<file path="src/rtl/uart_pkg.sv">
// UART line definitions shared by the TX and RX blocks.
// State encoding, line levels and baud divisor helper.
package uart_pkg;

   typedef enum logic [1:0] {
      ST_IDLE  = 2'd0,
      ST_START = 2'd1,
      ST_DATA  = 2'd2,
      ST_STOP  = 2'd3
   } uart_state_e;

   localparam logic LINE_IDLE  = 1'b1;
   localparam logic LINE_START = 1'b0;
   localparam logic LINE_STOP  = 1'b1;

   function automatic int clks_per_bit(input int clk_freq,
                                       input int bit_rate);
      return clk_freq / bit_rate;
   endfunction

endpackage

</file>
<file path="src/rtl/baud_counter.sv">
// Bit-period divider: counts 0..CLKS_PER_BIT-1 and ticks on the
// last count; clear restarts the period.
module baud_counter #(
   parameter int CLKS_PER_BIT = 4
) (
   input  logic clk,
   input  logic reset_n,
   input  logic clear,
   output logic tick
);

   localparam int CW = $clog2(CLKS_PER_BIT) + 1;
   localparam logic [CW-1:0] LAST = CW'(CLKS_PER_BIT - 1);

   logic [CW-1:0] cnt_q, cnt_d;

   assign tick = (cnt_q == LAST);

   always_comb begin
      cnt_d = cnt_q + 1'b1;
      if (clear || tick) cnt_d = '0;
   end

   always_ff @(posedge clk or negedge reset_n) begin
      if (!reset_n) cnt_q <= '0;
      else          cnt_q <= cnt_d;
   end

endmodule

</file>
<file path="src/rtl/fifo_uart_tx.sv">
// FIFO reader that serialises each popped word as an
// 8N1-style UART frame; frames run back-to-back.
module fifo_uart_tx
   import uart_pkg::*;
#(
   parameter int CLK_FREQ  = 100_000_000,
   parameter int BIT_RATE  = 115_200,
   parameter int WIDTH     = 8,
   parameter int STOP_BITS = 1
) (
   input  logic             clk,
   input  logic             reset_n,
   input  logic             fifo_empty,
   input  logic [WIDTH-1:0] fifo_read_data,
   output logic             fifo_read,
   output logic             tx,
   output logic             busy
);

   localparam int CPB = clks_per_bit(CLK_FREQ, BIT_RATE);
   localparam int BW  = $clog2(WIDTH) + 1;
   localparam logic [BW-1:0] LAST_BIT  = BW'(WIDTH - 1);
   localparam logic [BW-1:0] LAST_STOP = BW'(STOP_BITS - 1);

   uart_state_e      state_q, state_d;
   logic [WIDTH-1:0] shift_q, shift_d;
   logic [BW-1:0]    bit_q, bit_d;
   logic             tx_q, tx_d;
   logic             tick, clear;

   baud_counter #(
      .CLKS_PER_BIT(CPB)
   ) u_baud (
      .clk    (clk),
      .reset_n(reset_n),
      .clear  (clear),
      .tick   (tick)
   );

   always_comb begin
      state_d   = state_q;
      shift_d   = shift_q;
      bit_d     = bit_q;
      tx_d      = tx_q;
      fifo_read = 1'b0;
      unique case (state_q)
         ST_IDLE: begin
            tx_d = LINE_IDLE;
            // reset_n gate keeps the pop strobe quiet while held in reset
            if (!fifo_empty && reset_n) begin
               fifo_read = 1'b1;
               shift_d   = fifo_read_data;
               bit_d     = '0;
               tx_d      = LINE_START;
               state_d   = ST_START;
            end
         end
         ST_START: begin
            if (tick) begin
               tx_d    = shift_q[0];
               state_d = ST_DATA;
            end
         end
         ST_DATA: begin
            if (tick) begin
               if (bit_q == LAST_BIT) begin
                  bit_d   = '0;
                  tx_d    = LINE_STOP;
                  state_d = ST_STOP;
               end else begin
                  shift_d = shift_q >> 1;
                  bit_d   = bit_q + 1'b1;
                  tx_d    = shift_d[0];
               end
            end
         end
         ST_STOP: begin
            if (tick) begin
               if (bit_q == LAST_STOP) begin
                  bit_d   = '0;
                  state_d = ST_IDLE;
               end else begin
                  bit_d = bit_q + 1'b1;
               end
            end
         end
         default: state_d = ST_IDLE;
      endcase
   end

   assign clear = (state_q == ST_IDLE) || (state_d != state_q);
   assign tx    = tx_q;
   assign busy  = (state_q != ST_IDLE) || fifo_read;

   always_ff @(posedge clk or negedge reset_n) begin
      if (!reset_n) begin
         state_q <= ST_IDLE;
         shift_q <= '0;
         bit_q   <= '0;
         tx_q    <= LINE_IDLE;
      end else begin
         state_q <= state_d;
         shift_q <= shift_d;
         bit_q   <= bit_d;
         tx_q    <= tx_d;
      end
   end

endmodule

</file>
<file path="config.mk">
export PLATFORM = sky130hd
export DESIGN_NAME = fifo_uart_tx
export DESIGN_NICKNAME = d
export VERILOG_FILES = /design/src/rtl/uart_pkg.sv /design/src/rtl/baud_counter.sv /design/src/rtl/fifo_uart_tx.sv
export SDC_FILE = /design/constraint.sdc
export NUM_CORES = 1
export LEC_CHECK = 0
export CORE_UTILIZATION = 25
export CTS_CLUSTER_DIAMETER = 200
export DETAILED_ROUTE_END_ITERATION = 10
export REMOVE_ABC_BUFFERS = 1
export SLEW_MARGIN = 20
export SYNTH_ARGS = -nofsm -noshare
export SYNTH_HDL_FRONTEND = slang
export SYNTH_SLANG_ARGS = --single-unit
</file>
<file path="constraint.sdc">
create_clock -name clk -period 5.8 [get_ports clk]
set_clock_uncertainty 0.15 [all_clocks]
set_input_delay 1.45 -clock clk [delete_from_list [all_inputs] [get_ports clk]]
set_output_delay 1.45 -clock clk [all_outputs]
set_load 0.005 [all_outputs]
</file>
**A small window of the routed layout**

Bar = 20 um. Region (17, 34) to (67, 84) um. Cells in gray, sequential cells in the stronger gray; small squares are vias.
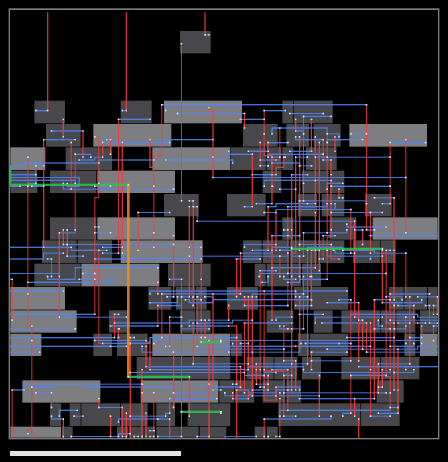
Key: red = met2; orange = met4; blue = met1; green = met3
108 logic cells have their middle in the window. Netlist names of flops here include shift_q (6), bit_q (4), u_baud.cnt_q (3). Sequential cells in the window: 15. Most frequent: dfrtp_1 (14), nor2_1 (8), ha_1 (8).

**Signal wires on met1**

Bar = 20 um.
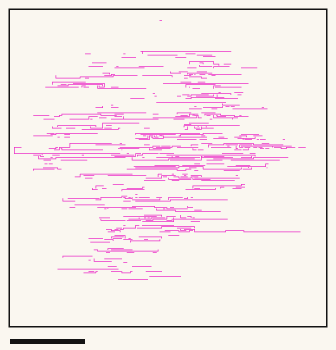
166 nets have wire on it. The layer carries 1780 um of wire.

==> notes.md <==
Notes on the flow outputs.

- The CTS H-tree depth is 1.
- The cell repeated most along the worst path is clkdlybuf4s50_1.
- The via count of the first global-routing pass was 1134.
- For this design, the CTS-stage hold fixing added 0 buffers.
- The global routing usage summed across all routing layers reads 10.2%.
- The post-detailed-route via-to-cell ratio reads 4.77.
- The number of input and output port buffers inserted is 13.
- The post-route clock period utilization is 83.3%.
- Pin placement for this block handled 14 I/O pins.
- The pin count of the biggest net entering global routing is 22.
- The routed wire length reads 3300 um.
- Looking at the critical path, the single cell with the biggest stage delay is clkdlybuf4s50_1.
- The kind of critical path reads primary input to primary output.
- The largest area contributor in the synthesized netlist is dfrtp_1.
- The number of sinks driven by the clock tree is 26.
- The worst-case headroom to the max-slew limit is 46.3%.
- The vertical die dimension reported for this design is 83.9 um.
- Per the CTS log, the root buffer master is clkbuf_8.
- Per the layout area report, the register area comes to 652 sq um.
- TritonRoute output was used to compute an average wire per cell of 13.3 um.
- The warning count from the yosys run reads 0.
- The top cell type by area accounts for 37.3% of the synthesized area.
- The clock tree from TritonCTS is built.
- The OpenROAD report gives the critical path a required time of 4.20 ns.
- The leakage component of the power is 0.811 nW.
- The checks that failed: DRC.
- The synth_stat.txt file lists the number of cells as 160.
- The count of warning messages emitted by the tools reads 30.
- The total power per unit cell area reads 180 mW/mm^2.
- The number of gates resized after cts reads 0.
- The number of antenna violations at the first check in global routing came to 0.
- The number of buffers and inverters on the critical path is 2.
- The area of combinational cells with multiple inputs is 951 sq um.
- The max-slew violation count reads 0.
- The count of TritonRoute iterations in the first routing pass is 7.
- The worst setup path is captured at a primary output.
- The post-synthesis async set-or-reset flop share reads 100%.
- Walking the worst path, the cells encountered are clkdlybuf4s50_1 -> nand2b_1 -> nand2_1 -> clkdlybuf4s50_1.
- The first global-routing pass estimated 5750 um of wire.
- The initial standard-cell utilization of the core is 26.1%.
- Per the final timing report, the hold violations number 0.
- Buffers inserted during clock tree synthesis total 3.
- STA classifies the critical path startpoint as a primary input.
- The maximum operating frequency is 207 MHz.
- The core area reads 0.00642 sq mm.
- In this run the remaining antenna-violating nets after routing total 0.
- The detailed router's first-iteration violation count is 137.
- The layout summary lists the proportion of cells stronger than drive strength 1 as 17.5%.
- The final weighted congestion of routability-driven global placement is 0.786.
- Ranked by total cell area, the synthesized netlist is headed by dfrtp_1, mux2_4, ha_1.
- The largest fanout of any net on the critical path is 12.
- The flow ran to the end, but the final reports show violations.
- The worst stage delay on the critical path reads 0.84 ns.
- The combined area of all synthesized cells reads 0.00168 sq mm.
- The count of unresolved DRC violations after routing reads 4.
- The post-placement cell area reads 0.00186 sq mm.
- Relative to the synthesized area, the layout overhead comes to 15.4%.
- The end-of-flow timing check tallies setup violations at 0.
- The post-synthesis area per instance reads 10.5 sq um.
- Setup repair after global routing left no endpoint under its margin.
- The number of inserted filler cells in the final layout reads 664.
- The placed wire-length estimate after detailed placement reads 2410 um.
- The post-layout instance area is 0.00193 sq mm.
- The synthesized instance count reads 160.
- Per the skew report, the later register of the worst-skew pair sees a clock latency of 0.28 ns.
- The number of synthesized register bits is 26.
- The pin slew with the least headroom to its limit is 0.806 ns.
- The area recorded from the Yosys report for this design is 0.00168 sq mm.
- The predominant post-synthesis flop cell reads dfrtp_1.
- The classification of the worst-slack hold path reads register to register.
**Pin map**

Bar = 20 um. Pins as bars across the die edge, other pins in gray.
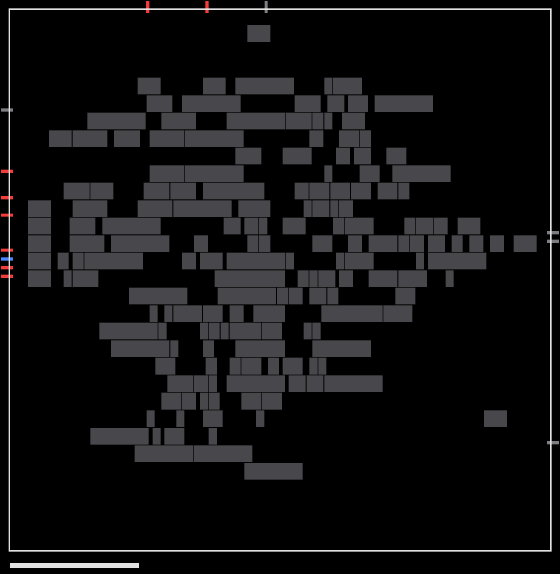
Key: blue = busy [pins 1, direction output, edge left]; red = fifo_read_data [pins 8, direction input, edge 6 left, 2 top]

==> metal layers <==
metal	wire length, um	vias to the layer above	part of all wire (%)	GRT usage, %
li1	-	595	-	-
met1	1780	566	54	15.4
met2	1370	19	41	14.2
met3	124	2	3.8	2.37
met4	22	0	0.67	3.29
met5	0	-	0	0
==> final cells by class <==
cell class,count,area share [%]
multi-input combinational,120,49.2
sequential,26,33.7
timing repair buffer,14,7.12
tap,77,4.98
clock buffer,3,2.13
clock inverter,1,1.55
inverter,7,1.36
==> where the power goes <==
part	internal, mW	leakage (nW)	total, mW	switching (mW)
Clock	0.0924	0.0357	0.155	0.0625
Combinational	0.00666	0.440	0.0120	0.00536
Sequential	0.181	0.335	0.181	0
Total	0.280	0.811	0.348	0.0679
==> kinds of logic after synthesis <==
logic type | after synthesis | share of synthesized area, %
xor+xnor | 9 | 4.70
mux | 17 | 13.0
simple gates | 59 | 20.7
flops | 26 | 38.9
compound gates | 27 | 12.4
fa+ha+maj | 8 | 5.97
buf+inv | 14 | 4.40
==> cells in the final DEF (no fill, tap or decap), types with 3 or more instances in the layout <==
cell,count
dfrtp_1,25
nor2_1,15
clkdlybuf4s50_1,13
mux2_2,8
ha_1,8
inv_1,7
nand2_1,7
a21oi_1,7
mux2_4,7
nor2b_1,6
nand3_1,6
xnor2_1,6
o21ai_0,4
nor3_1,3
xor2_1,3
a211oi_1,3
clkbuf_8,3
==> path summary, 6_finish.rpt <==
path	from	endpoint	slack (ns)	depth (start not counted)
hold / removal	u_baud.cnt_q[0]	u_baud.cnt_q[0]	0.34	1
setup reg to reg	state_q[0]	shift_q[5]	3.16	6
hold reg to reg	u_baud.cnt_q[0]	u_baud.cnt_q[0]	0.34	1
min in group asynchronous	reset_n	bit_q[2]	1.38	1
max in group asynchronous	reset_n	u_baud.cnt_q[2]	3.46	2
setup / recovery	reset_n	busy	0.97	4
==> per-stage QoR <==
step / util (%) / cells / worst slack, ns / power (mW) / hold WS, ns
floorplan: - / 153 / 2.48 / 0.186 / 0.303
finish: 30.1 / 248 / 0.969 / 0.348 / 0.336
global placement: 29.0 / 244 / 0.981 / 0.197 / 0.334
detailed placement: 29.0 / 244 / 0.942 / 0.197 / 0.330
CTS: 30.1 / 248 / 0.943 / 0.349 / 0.343
global route: 30.1 / 248 / 0.826 / 0.364 / 0.379
==> state kept, by name, indices dropped and copies added, names as in the netlist <==
register	count
u_baud.cnt_q	11
shift_q	8
bit_q	4
state_q	2
tx	1
No activity file was given, so power comes from the tool's default toggle rates.
